==> run_1/layer_met4.png <==
The bar under the picture is 20 µm long. Supply wires on this layer in grey.
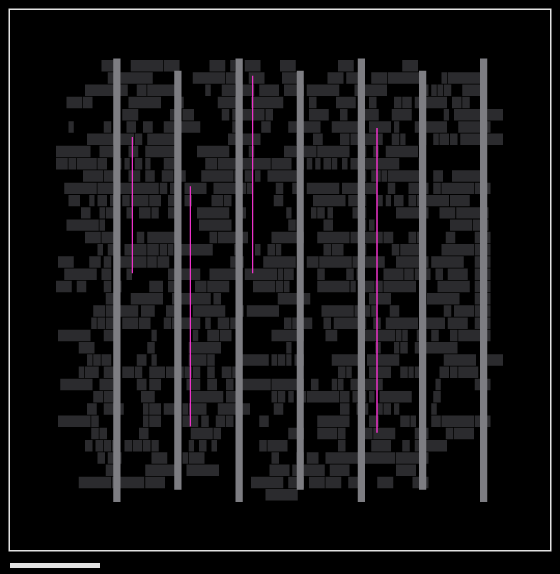
==> run_1/layer_met1.png <==
Supply wires on this layer in grey.
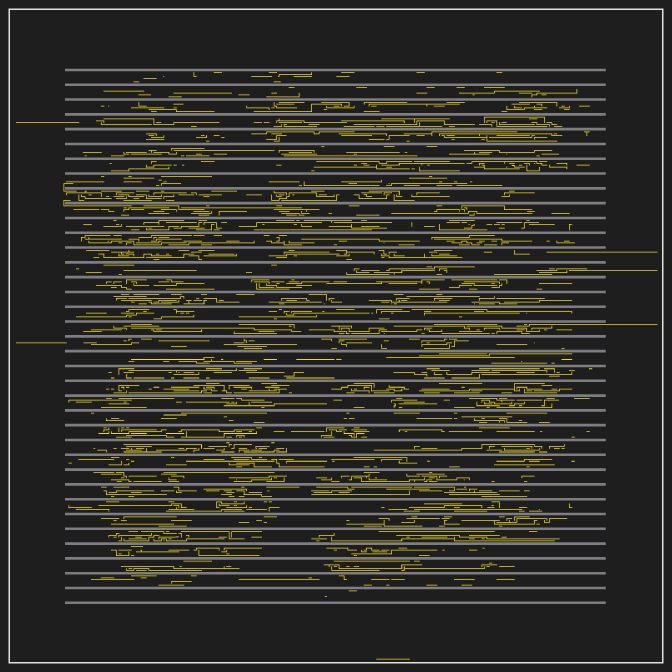
==> run_1/congestion.png <==
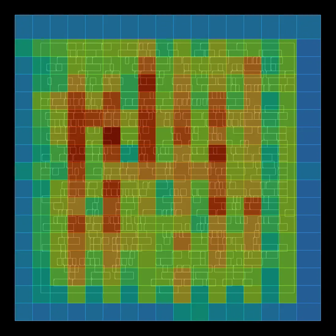
<file path="config.mk">
export PLATFORM = sky130hd
export DESIGN_NAME = pmod_spi_rx_flat
export DESIGN_NICKNAME = d
export VERILOG_FILES = /design/src/rtl/pmod_spi_rx_if.sv /design/src/rtl/pmod_spi_rx.sv /design/src/flat_wrapper.sv
export SDC_FILE = /design/constraint.sdc
export NUM_CORES = 1
export LEC_CHECK = 0
export CELL_PAD_IN_SITES_DETAIL_PLACEMENT = 0
export CELL_PAD_IN_SITES_GLOBAL_PLACEMENT = 1
export CORE_MARGIN = 10
export CORE_UTILIZATION = 43
export DETAILED_ROUTE_END_ITERATION = 6
export GPL_TIMING_DRIVEN = 1
export PLACE_DENSITY_LB_ADDON = 0.1
export SYNTH_ARGS = -nofsm -noshare
export SYNTH_HDL_FRONTEND = slang
export SYNTH_SLANG_ARGS = --single-unit
</file>
<file path="constraint.sdc">
create_clock -name clk -period 1.9 [get_ports clk]
set_input_delay 0.475 -clock clk [delete_from_list [all_inputs] [get_ports clk]]
set_output_delay 0.475 -clock clk [all_outputs]
set_load 0.01 [all_outputs]
</file>
<file path="src/rtl/pmod_spi_rx_if.sv">
// pmod_spi_rx_if: serial pins plus word handshake and status between SPI receiver and its driver/consumer
interface pmod_spi_rx_if #(
  parameter int WIDTH = 32
);
  logic             sck;
  logic             mosi;
  logic             csn;
  logic [WIDTH-1:0] word_data;
  logic             word_valid;
  logic             word_ready;
  logic             overrun;
  logic             frame_err;
  logic             clr_status;
  modport master (
    output sck, mosi, csn, word_ready, clr_status,
    input  word_data, word_valid, overrun, frame_err
  );
  modport slave (
    input  sck, mosi, csn, word_ready, clr_status,
    output word_data, word_valid, overrun, frame_err
  );
endinterface

</file>
<file path="src/rtl/pmod_spi_rx.sv">
// pmod_spi_rx: synchronises SPI pins, deserialises MSB-first words, presents them valid/ready with overrun and framing recovery
module pmod_spi_rx #(
  parameter int WIDTH        = 32,
  parameter int SYNC_STAGES  = 2,
  parameter int IDLE_TIMEOUT = 2000
) (
  input logic          clk,
  input logic          rst_n,
  pmod_spi_rx_if.slave bus
);
  localparam int BW = $clog2(WIDTH + 1);
  typedef enum logic [1:0] {DESEL, IDLE, SHIFT} state_t;
  state_t                 state, state_n;
  logic [SYNC_STAGES-1:0] sck_sync, mosi_sync, csn_sync;
  logic                   s_sck_d;
  logic [WIDTH-2:0]       shreg;
  logic [BW-1:0]          bit_cnt, bit_n;
  logic [15:0]            tmo_cnt, tmo_n;
  logic                   s_sck, s_mosi, s_csn, rise, shift, done, free, frame_err_n;
  assign s_sck  = sck_sync[SYNC_STAGES-1];
  assign s_mosi = mosi_sync[SYNC_STAGES-1];
  assign s_csn  = csn_sync[SYNC_STAGES-1];
  assign rise   = s_sck & ~s_sck_d;
  assign free   = ~bus.word_valid | bus.word_ready;
  // Framing FSM: deselect and idle timeout discard partial words, every sck rise shifts one bit
  always_comb begin
    state_n     = state;
    bit_n       = bit_cnt;
    frame_err_n = 1'b0;
    done        = 1'b0;
    shift       = 1'b0;
    tmo_n       = (rise || state != SHIFT) ? '0 : (tmo_cnt == 16'hFFFF ? tmo_cnt : tmo_cnt + 16'd1);
    if (s_csn) begin
      state_n     = DESEL;
      bit_n       = '0;
      frame_err_n = bit_cnt != '0;
    end else if (state == DESEL) begin
      state_n = IDLE;
    end else if (rise) begin
      shift   = 1'b1;
      done    = state == SHIFT && bit_cnt == BW'(WIDTH - 1);
      bit_n   = done ? '0 : bit_cnt + 1'b1;
      state_n = done ? IDLE : SHIFT;
    end else if (state == SHIFT && tmo_cnt == 16'(IDLE_TIMEOUT)) begin
      bit_n       = '0;
      state_n     = IDLE;
      frame_err_n = 1'b1;
    end
  end
  // Synchronisers, FSM state, shift register and the output holding register
  always_ff @(posedge clk) begin
    if (!rst_n) begin
      sck_sync       <= '0;
      mosi_sync      <= '0;
      csn_sync       <= '0;
      s_sck_d        <= 1'b0;
      state          <= DESEL;
      bit_cnt        <= '0;
      tmo_cnt        <= '0;
      shreg          <= '0;
      bus.word_data  <= '0;
      bus.word_valid <= 1'b0;
      bus.overrun    <= 1'b0;
      bus.frame_err  <= 1'b0;
    end else begin
      sck_sync      <= {sck_sync[SYNC_STAGES-2:0], bus.sck};
      mosi_sync     <= {mosi_sync[SYNC_STAGES-2:0], bus.mosi};
      csn_sync      <= {csn_sync[SYNC_STAGES-2:0], bus.csn};
      s_sck_d       <= s_sck;
      state         <= state_n;
      bit_cnt       <= bit_n;
      tmo_cnt       <= tmo_n;
      bus.frame_err <= frame_err_n;
      if (shift) shreg <= {shreg[WIDTH-3:0], s_mosi};
      if (done && free) begin
        bus.word_data  <= {shreg, s_mosi};
        bus.word_valid <= 1'b1;
      end else if (bus.word_ready) begin
        bus.word_valid <= 1'b0;
      end
      bus.overrun <= (done & ~free) | (bus.overrun & ~bus.clr_status);
    end
  end
endmodule

</file>
<file path="src/flat_wrapper.sv">
// flat-port wrapper written by rule: the top's interface ports become plain ports
module pmod_spi_rx_flat 
#(
  parameter int WIDTH        = 32,
  parameter int SYNC_STAGES  = 2,
  parameter int IDLE_TIMEOUT = 2000
)
  (clk, rst_n, bus_sck, bus_mosi, bus_csn, bus_word_ready, bus_clr_status, bus_word_data, bus_word_valid, bus_overrun, bus_frame_err);
  pmod_spi_rx_if #(.WIDTH(WIDTH)) bus_i ();
  input logic clk;
  input logic rst_n;
  input wire logic [$bits(bus_i.sck)-1:0] bus_sck;
  input wire logic [$bits(bus_i.mosi)-1:0] bus_mosi;
  input wire logic [$bits(bus_i.csn)-1:0] bus_csn;
  input wire logic [$bits(bus_i.word_ready)-1:0] bus_word_ready;
  input wire logic [$bits(bus_i.clr_status)-1:0] bus_clr_status;
  output wire logic [$bits(bus_i.word_data)-1:0] bus_word_data;
  output wire logic [$bits(bus_i.word_valid)-1:0] bus_word_valid;
  output wire logic [$bits(bus_i.overrun)-1:0] bus_overrun;
  output wire logic [$bits(bus_i.frame_err)-1:0] bus_frame_err;
  assign bus_i.sck = bus_sck;
  assign bus_i.mosi = bus_mosi;
  assign bus_i.csn = bus_csn;
  assign bus_i.word_ready = bus_word_ready;
  assign bus_i.clr_status = bus_clr_status;
  assign bus_word_data = bus_i.word_data;
  assign bus_word_valid = bus_i.word_valid;
  assign bus_overrun = bus_i.overrun;
  assign bus_frame_err = bus_i.frame_err;
  pmod_spi_rx #(.WIDTH(WIDTH), .SYNC_STAGES(SYNC_STAGES), .IDLE_TIMEOUT(IDLE_TIMEOUT)) u_core (.clk(clk), .rst_n(rst_n), .bus(bus_i));
endmodule
</file>
==> flow_summary_export.csv, run 1 <==
group,metric,value,unit
outcome,status,"finished, final reports clean",
flow_run,warnings,28,
finish,layout_top_cells,"dfxtp_1, a21oi_1, nand2_1, clkdlybuf4s50_1, nand4_1",
clocking,cts_buffers,9,
clocking,ctsHoldBuffers,0,
final_timing,relSlewSlack,0.693,
grt,grt_util_met1,0.179,
synth,syn_avg_cell_area,8.87,µm²
final_timing,finalClockPeriodUsage,0.949,
clocking,cts-htree-levels,3,
worst_setup_path,cp-end-kind,"register",
pwr,finalPower,3520,µW
clocking,insertion_delay,0.36,ns
grt,grt_max_degree,66,
finish,layout_top_cell,"dfxtp_1",
final_timing,fmax,0.555,GHz
worst_setup_path,crit_path_start,"u_core.bit_cnt[0]$_SDFFE_PP0P_",
finish,antenna-diode-count,0,
placement,routabilityCongestion,0.858,
floorplanning,core_area,0.00973,mm²
finish,syn_to_final_growth,20.4,%
flow_run,drv_cap,0,
synth,ys_warn_count,0,
synth,ys_cells,483,
worst_setup_path,r2r_start,"u_core.bit_cnt[0]$_SDFFE_PP0P_",
finish,seq_area,0.00194,mm²
floorplanning,dieArea,0.0144,mm²
pwr,switchingPower,798,µW
synth,ys_area,0.00428,mm²
worst_setup_path,crit_fanout,13,
pwr,powerClk,1350,µW
grt,grt_pass1_vias,3508,
pwr,pg_comb,120,µW
synth,synth_cell_types,48,
worst_setup_path,cp-endpoint,"u_core.bus.word_data[2]$_SDFFE_PN0P_",
synth,netlist.area_leader.share,0.453,
min_path,hold_class,"reg2reg",
final_timing,slew_violations,0,
pwr,power.internal,2720,µW
clocking,clock_path_buffers,2,
min_path,hold_depth,1,
pwr,power_frac_comb,0.034,
route,top_layer,"met4",
synth,edf_count,0,
worst_setup_path,cp.arrival,2.05,ns
grt,antenna_found_initial,0,
finish,logic_area,0.00210,mm²
floorplanning,num_io_pins,42,
route,first_pass_iters,4,
route,wl_per_cell,15.7,µm
worst_setup_path,cp.required,2.15,ns
worst_setup_path,cp_num_cells,6,
synth,yosysMostFrequentCell,"dfxtp_1",
route,drt_wl_total,10400,µm
finish,fin_cells,661,
worst_setup_path,cp_slowest_cell,"or3_4",
finish,drive_gt1_frac,0.159,
route,ant_nets,0,
pwr,powerDensity,683,mW/mm²
finish,finalNetCount,534,
route,dr_wl_met3,444,µm
worst_setup_path,rr_endpoint,"u_core.bus.word_data[2]$_SDFFE_PN0P_",
clocking,cts_num_sinks,97,
clocking,cts_root_buffer,"clkbuf_8",
synth,synth.area.top_cells,"dfxtp_1, a21oi_1, o31ai_2",
placement,dp_slack,0.0781,ns
grt,met3_usage,0.0277,
synth,ys.flops,97,
route,drc,0,
synth,top_cells_by_count,"dfxtp_1, a21oi_1, nand2_1",
final_timing,period_minus_slack,1.80,ns
final_timing,finClkSkew,0.00519,ns
floorplanning,die_w,120,µm
final_timing,layout_setup_ws,0.0976,ns
pwr,p_seq_frac,0.582,
synth,synthArstFlopShare,0,
clocking,cts.reportedPaths.clkPinSlew,0.09,ns
grt,grt_pass1_wl,17200,µm
min_path,hold_start,"u_core.csn_sync[0]$_SDFF_PN0_",
finish,stdcell_area,0.00516,mm²
Back to the opening pictures, layer_met4.png:
main direction: vertical
nets with wire on the layer: 3
longest straight run: 67.3 µm
wire length on this layer: 194 µm
share of all routed wire: 1.9%

Back to the opening pictures, layer_met1.png:
longest straight run: 24.4 µm
wire length on this layer: 4920 µm
nets with wire on the layer: 491
main direction: horizontal

Back to the opening pictures, congestion.png:
Final Util: 0.530
All-Layer GR Usage: 0.141
met2 usage: 0.226
global routing's busiest layer: met2

-- run 1: logic make-up after synthesis --
family | count (synthesis) | synth area share
buf+inv | 49 | 0.0651
fa+ha+maj | 4 | 0.0117
xor+xnor | 1 | 0.00204
flops | 97 | 0.453
mux | 1 | 0.00234
compound gates | 141 | 0.236
simple gates | 190 | 0.229
-- run 1: cell type report --
type / count / area share
multi-input cells: 338 / 0.407
clock inverters: 5 / 0.0107
inverters: 8 / 0.00582
clock buffers: 11 / 0.0274
repair buffers: 69 / 0.140
flip-flops and latches: 97 / 0.377
well taps: 133 / 0.0323
-- run 1: what timing repair did --
action,4_1_cts,5_1_grt
resized,0,3
buffers inserted,0,2
endpoints found under the setup margin,0,9
==> run 2: changes to the inputs <==
--- a/config.mk
+++ b/config.mk
@@ -10,6 +10,7 @@
 export CORE_MARGIN = 10
 export CORE_UTILIZATION = 43
 export DETAILED_ROUTE_END_ITERATION = 6
+export GPL_ROUTABILITY_DRIVEN = 0
 export GPL_TIMING_DRIVEN = 1
 export PLACE_DENSITY_LB_ADDON = 0.1
 export SYNTH_ARGS = -nofsm -noshare
==> run 2 against run 1 <==
Final cell count unchanged. Utilization unchanged. Sequential share of layout area unchanged. Worst hold slack unchanged. Maximum frequency unchanged. Count of clock-buffer cells in the layout unchanged.
==> flow_summary_export.csv, run 2 <==
group,metric,value,unit
outcome,status,"finished, final reports clean",
final_timing,relSlewSlack,0.693,
floorplanning,dieArea,0.0144,mm²
grt,antenna_found_initial,0,
synth,synthArstFlopShare,0,
worst_setup_path,worst-r2r-setup-slack,0.1,ns
route,drtIter0Drc,283,
route,drc,0,
worst_setup_path,critical_path.top_delay_family,"simple AND/OR/NAND/NOR gates",
synth,ys_seq_share,0.453,
worst_setup_path,path_class,"reg2reg",
pwr,switchingPower,798,µW
finish,seq_area,0.00194,mm²
final_timing,finalHoldViolCount,0,
grt,grt_pass1_wl,17200,µm
synth,ys_sh_simple,0.229,
flow_run,warnings,28,
worst_setup_path,cp_slowest_cell,"or3_4",
finish,logic_area,0.00210,mm²
synth,ys_area,0.00428,mm²
clocking,cts_tree,"yes",
grt,grt_max_degree,66,
flow_run,drv_cap,0,
final_timing,finalClockPeriodUsage,0.949,
synth,synth.area.mux_share,0.00234,
synth,syn_inst,483,
final_timing,layout_setup_ws,0.0976,ns
worst_setup_path,crit_path_start,"u_core.bit_cnt[0]$_SDFFE_PP0P_",
finish,layout_top_cell,"dfxtp_1",
synth,aoi_share,0.236,
final_timing,finClkSkew,0.00519,ns
synth,synth.area.top_cells,"dfxtp_1, a21oi_1, o31ai_2",
floorplanning,core_area,0.00973,mm²
placement,dp_slack,0.0781,ns
synth,top_cells_by_count,"dfxtp_1, a21oi_1, nand2_1",
synth,ys_sh_adder,0.0117,
synth,edf_count,0,
pwr,power.internal,2720,µW
pwr,finalPower,3520,µW
worst_setup_path,cp_num_cells,6,
pwr,p_leak,0.00161,µW
finish,final_util,0.530,
worst_setup_path,cp-end-kind,"register",
placement,postPlaceCellArea,0.00491,mm²
worst_setup_path,crit_buf_inv,1,
final_timing,finalSetupTns,0,ns
placement,hpwl,6340,µm
pwr,peakVddDrop,0.386,mV
route,wl_per_cell,15.7,µm
placement,portBuffers,41,
worst_setup_path,rr_endpoint,"u_core.bus.word_data[2]$_SDFFE_PN0P_",
grt,grt_pass1_vias,3508,
synth,xor_share,0.00204,
floorplanning,die_h,120,µm
synth,syn_avg_cell_area,8.87,µm²
synth,netlist.area_leader.share,0.453,
worst_setup_path,rr_worst_depth,6,
grt,use_met2,0.226,
synth,yosys_most_used_dff,"dfxtp_1",
route,vias,3707,
synth,syn-num-nets,494,
route,viasPerCell,5.61,
worst_setup_path,cp-start-kind,"register",
worst_setup_path,cp.required,2.15,ns
min_path,hold_start,"u_core.csn_sync[0]$_SDFF_PN0_",
route,ant_nets,0,
final_timing,period_minus_slack,1.80,ns
min_path,hold_path_end,"u_core.csn_sync[1]$_SDFF_PN0_",
route,dr_wl_met3,444,µm
final_timing,holdWs,0.442,ns
pwr,p_seq_frac,0.582,
worst_setup_path,crit_fanout,13,
synth,ys_cells,483,
floorplanning,initial_utilization,0.440,
finish,layout_top_cells,"dfxtp_1, a21oi_1, nand2_1, clkdlybuf4s50_1, nand4_1",
finish,fin_cells,661,
finish,fillerInstances,951,
worst_setup_path,path_cells,"ha_1, nand3_2, or3_4, buf_12, o31ai_1, a21oi_1",
grt,grt_usage,0.141,
route,drt_wl_total,10400,µm
clocking,cts-htree-levels,3,
route,top_layer,"met4",
finish,top_register,"u_core.bus.word_data",
synth,synth_cell_types,48,
grt,grt-ovfl-total,0,
route,dr_wl_met2,4830,µm
clocking,clock_path_buffers,2,
final_timing,slew_violations,0,
finish,stdcell_area,0.00516,mm²
finish,syn_to_final_growth,20.4,%
synth,yosysMostFrequentCell,"dfxtp_1",
route,m1WireLength,4920,µm
synth,synthTopLogicFamily,"AND-OR/OR-AND gates",
pwr,powerClk,1350,µW
min_path,hold_depth,1,
worst_setup_path,cp-endpoint,"u_core.bus.word_data[2]$_SDFFE_PN0P_",
min_path,hold_class,"reg2reg",
clocking,cts.reportedPaths.clkPinSlew,0.09,ns
floorplanning,die_w,120,µm
route,first_pass_iters,4,
placement,dpl.cell_count,642,
clocking,cts_root_buffer,"clkbuf_8",
finish,drive_gt1_frac,0.159,
final_timing,fmax,0.555,GHz
floorplanning,num_rows,36,
grt,grt.busiest_layer,"met2",
worst_setup_path,slowest_delay,0.48,ns
pwr,power-top-group,"registers",
clocking,insertion_delay,0.36,ns
synth,syn-cell-area,0.00428,mm²
clocking,cts_num_sinks,97,
pwr,clkPwrFrac,0.384,
finish,finalNetCount,534,
final_timing,setup_viol,0,
grt,grt_util_met1,0.179,
pwr,powerDensity,683,mW/mm²
synth,ys.flops,97,
pwr,pg_comb,120,µW
clocking,cts_buffers,9,
grt,met3_usage,0.0277,
worst_setup_path,cp.arrival,2.05,ns
pwr,power_frac_comb,0.034,
pwr,switching_share,0.227,
synth,ys_warn_count,0,
floorplanning,num_io_pins,42,
finish,antenna-diode-count,0,
worst_setup_path,r2r_start,"u_core.bit_cnt[0]$_SDFFE_PP0P_",
run 2: cell counts in the layout (fill, tap and decap cells not counted):
Identical to the previous run, type by type.
run 2: cells by family (layout without fill, tap and decap cells):
logic type      Yosys count  count (layout)
xor+xnor                  1               1
mux                       1               1
simple gates            190             191
flops                    97              97
compound gates          141             141
buf+inv                  49              93
fa+ha+maj                 4               4
run 2: repair_timing:
action,in CTS,in global routing
hold buffers,0,0
buffers inserted,0,2
gates resized,0,3
setup endpoints to repair,0,9
run 2: final cells by class:
type	instances	share of cell area
multi-input cells	338	0.407
flip-flops and latches	97	0.377
repair buffers	69	0.140
inverters	8	0.00582
clock inverters	5	0.0107
well taps	133	0.0323
clock buffers	11	0.0274
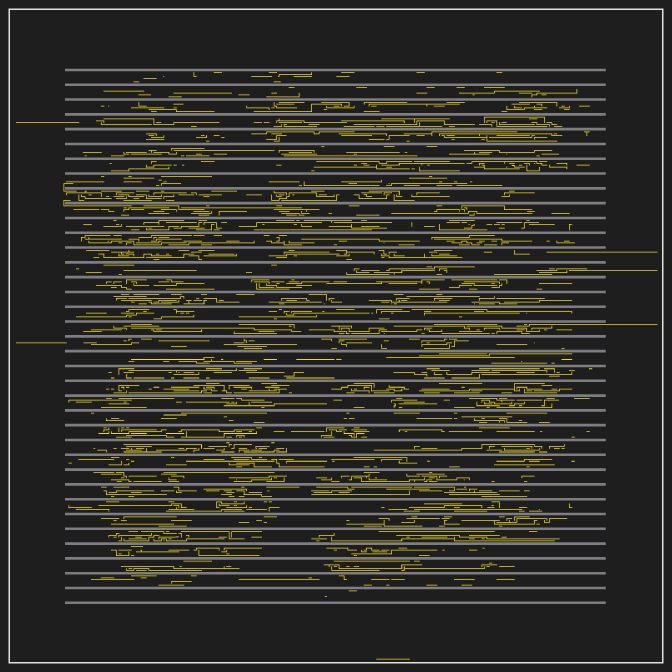
(run_2/layer_met1.png)
Supply wires on this layer in grey.
main direction: horizontal
longest straight run: 24.4 µm

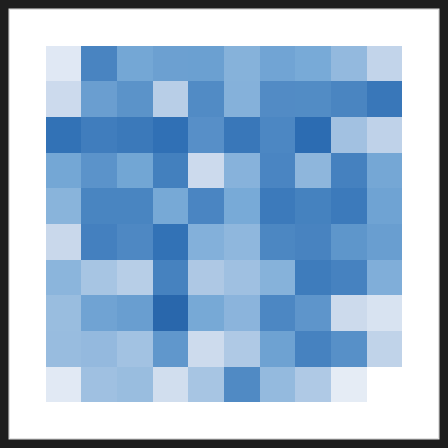
(run_2/cell_density.png)
12 x 12 tiles, from white (low) to dark blue (high), 0 to 100% covered.
emptiest ninth of the die: south-east
mean over tiles: 35%
nearly empty tiles: 31%
tiles over 75% full: 1.4%
fullest tile: 78%

==> run 3: changes to the inputs <==
--- a/config.mk
+++ b/config.mk
@@ -12,6 +12,7 @@
 export DETAILED_ROUTE_END_ITERATION = 6
 export GPL_ROUTABILITY_DRIVEN = 0
 export GPL_TIMING_DRIVEN = 1
+export MAX_ROUTING_LAYER = met4
 export PLACE_DENSITY_LB_ADDON = 0.1
 export SYNTH_ARGS = -nofsm -noshare
 export SYNTH_HDL_FRONTEND = slang
==> run 3 against run 2 <==
Critical path depth unchanged. Total power hardly changed. Clock skew rose by 0.0012 ns. Synthesized cell count unchanged. First-iteration DRC count decreased by 17%. Critical path type unchanged. Global-route usage grew 0.44 points. Wire length increased by 0.37%. Die area unchanged. Final area about the same. Area after synthesis stayed put. Register-to-register slack about the same. Worst hold slack about the same.
==> flow_summary_export.csv, run 3 <==
group,metric,value,unit
placement,dpl.cell_count,642,
outcome,status,"finished, final reports clean",
finish,logic_area,0.00210,mm²
pwr,power-top-group,"registers",
pwr,powerDensity,683,mW/mm²
final_timing,finalHoldViolCount,0,
final_timing,finClkSkew,0.00635,ns
grt,grt-ovfl-total,0,
finish,antenna-diode-count,0,
floorplanning,dieArea,0.0144,mm²
worst_setup_path,rr_worst_depth,6,
worst_setup_path,cp-end-kind,"register",
final_timing,layout_setup_ws,0.0928,ns
worst_setup_path,cp.required,2.15,ns
min_path,hold_depth,1,
floorplanning,die_h,120,µm
finish,fillerInstances,952,
synth,ys_warn_count,0,
final_timing,fmax,0.553,GHz
finish,top_register,"u_core.bus.word_data",
flow_run,drv_cap,0,
synth,synthArstFlopShare,0,
synth,edf_count,0,
finish,syn_to_final_growth,20.3,%
final_timing,setup_viol,0,
pwr,p_leak,0.00161,µW
floorplanning,initial_utilization,0.440,
grt,antenna_found_initial,0,
synth,ys_cells,483,
finish,seq_share,0.377,
finish,largest_class,"logic gates",
final_timing,finalClockPeriodUsage,0.951,
finish,nClkBuffers,11,
clocking,cts_tree,"yes",
final_timing,holdWs,0.442,ns
worst_setup_path,slowest_delay,0.47,ns
finish,finalNetCount,534,
synth,syn-num-nets,494,
grt,grt_max_degree,66,
pwr,power_frac_comb,0.034,
finish,final_util,0.530,
pwr,switchingPower,799,µW
worst_setup_path,worst-r2r-setup-slack,0.09,ns
clocking,cts_root_buffer,"clkbuf_8",
grt,grt_pass1_vias,3492,
floorplanning,die_w,120,µm
pwr,switching_share,0.227,
finish,logic_gates,338,
worst_setup_path,path_cells,"ha_1, nand3_2, or3_4, buf_12, o31ai_1, a21oi_1",
worst_setup_path,crit_buf_inv,1,
final_timing,finalSetupTns,0,ns
clocking,clock_path_buffers,2,
finish,seq_area,0.00194,mm²
worst_setup_path,cp_num_cells,6,
worst_setup_path,critical_path.top_delay_family,"simple AND/OR/NAND/NOR gates",
floorplanning,num_rows,36,
clocking,cts.reportedPaths.clkPinSlew,0.09,ns
pwr,peakVddDrop,0.387,mV
final_timing,period_minus_slack,1.81,ns
placement,hpwl,6340,µm
worst_setup_path,crit_path_start,"u_core.bit_cnt[1]$_SDFFE_PP0P_",
finish,seq_cells,97,
floorplanning,num_io_pins,42,
pwr,finalPower,3520,µW
synth,yosys_most_used_dff,"dfxtp_1",
pwr,p_seq_frac,0.581,
clocking,cts-htree-levels,3,
synth,syn-cell-area,0.00428,mm²
finish,buf_share,0.140,
worst_setup_path,cp-start-kind,"register",
synth,ys_area,0.00428,mm²
placement,portBuffers,41,
min_path,hold_path_end,"u_core.csn_sync[1]$_SDFF_PN0_",
finish,fin_cells,661,
min_path,hold_start,"u_core.csn_sync[0]$_SDFF_PN0_",
worst_setup_path,cp_slowest_cell,"or3_4",
finish,nNonClkBuffers,69,
synth,synth.area.top_cells,"dfxtp_1, a21oi_1, o31ai_2",
worst_setup_path,crit_fanout,13,
route,drc,0,
synth,syn_avg_cell_area,8.87,µm²
route,first_pass_iters,4,
clocking,cts_buffers,9,
pwr,power.internal,2720,µW
run 3: cell counts after synthesis:
Identical to the previous run, type by type.
run 3: per-layer routing:
metal	wire, µm	track usage
met5	0	-
met4	140	0.0641
met3	451	0.0272
met2	4830	0.226
met1	5010	0.180
run 3: kinds of logic (layout without fill, tap and decap cells):
group,after synthesis,in the layout,synth area share
compound gates,141,141,0.236
xor+xnor,1,1,0.00204
fa+ha+maj,4,4,0.0117
buf+inv,49,93,0.0651
flops,97,97,0.453
mux,1,1,0.00234
simple gates,190,191,0.229
run 3: what timing repair did:
action                     4_1_cts  5_1_grt
buffers inserted                 0        2
resized                          0        2
setup endpoints to repair        0        8
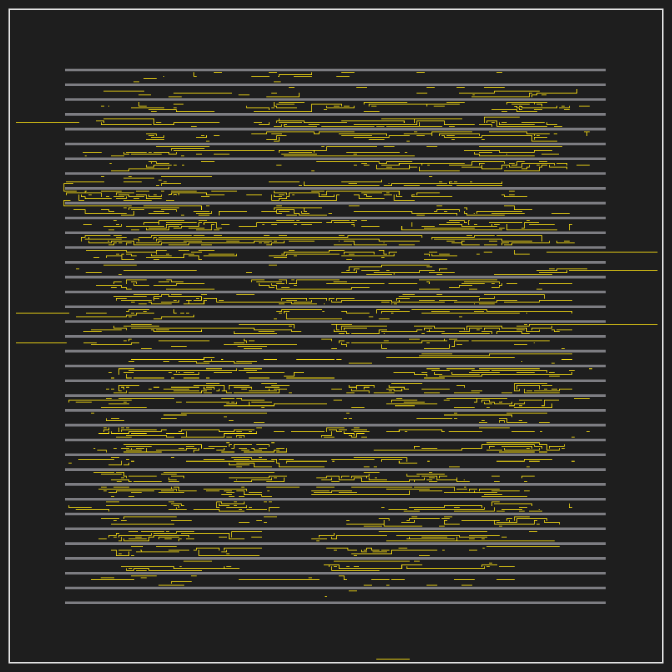
(run_3/layer_met1.png)
Supply wires on this layer in grey.
GR met1 Demand/Resource: 0.180
vias: 3706
DRT Wirelength: 10400 µm

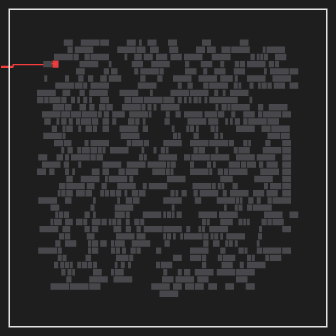
(run_3/io_fan.png)
| colour | port | bits | direction | end cells | wire |
|---|---|---|---|---|---|
| red | bus_sck | 1 | input | 1 | 14.8 µm |

Power and IR drop assume default switching activity.
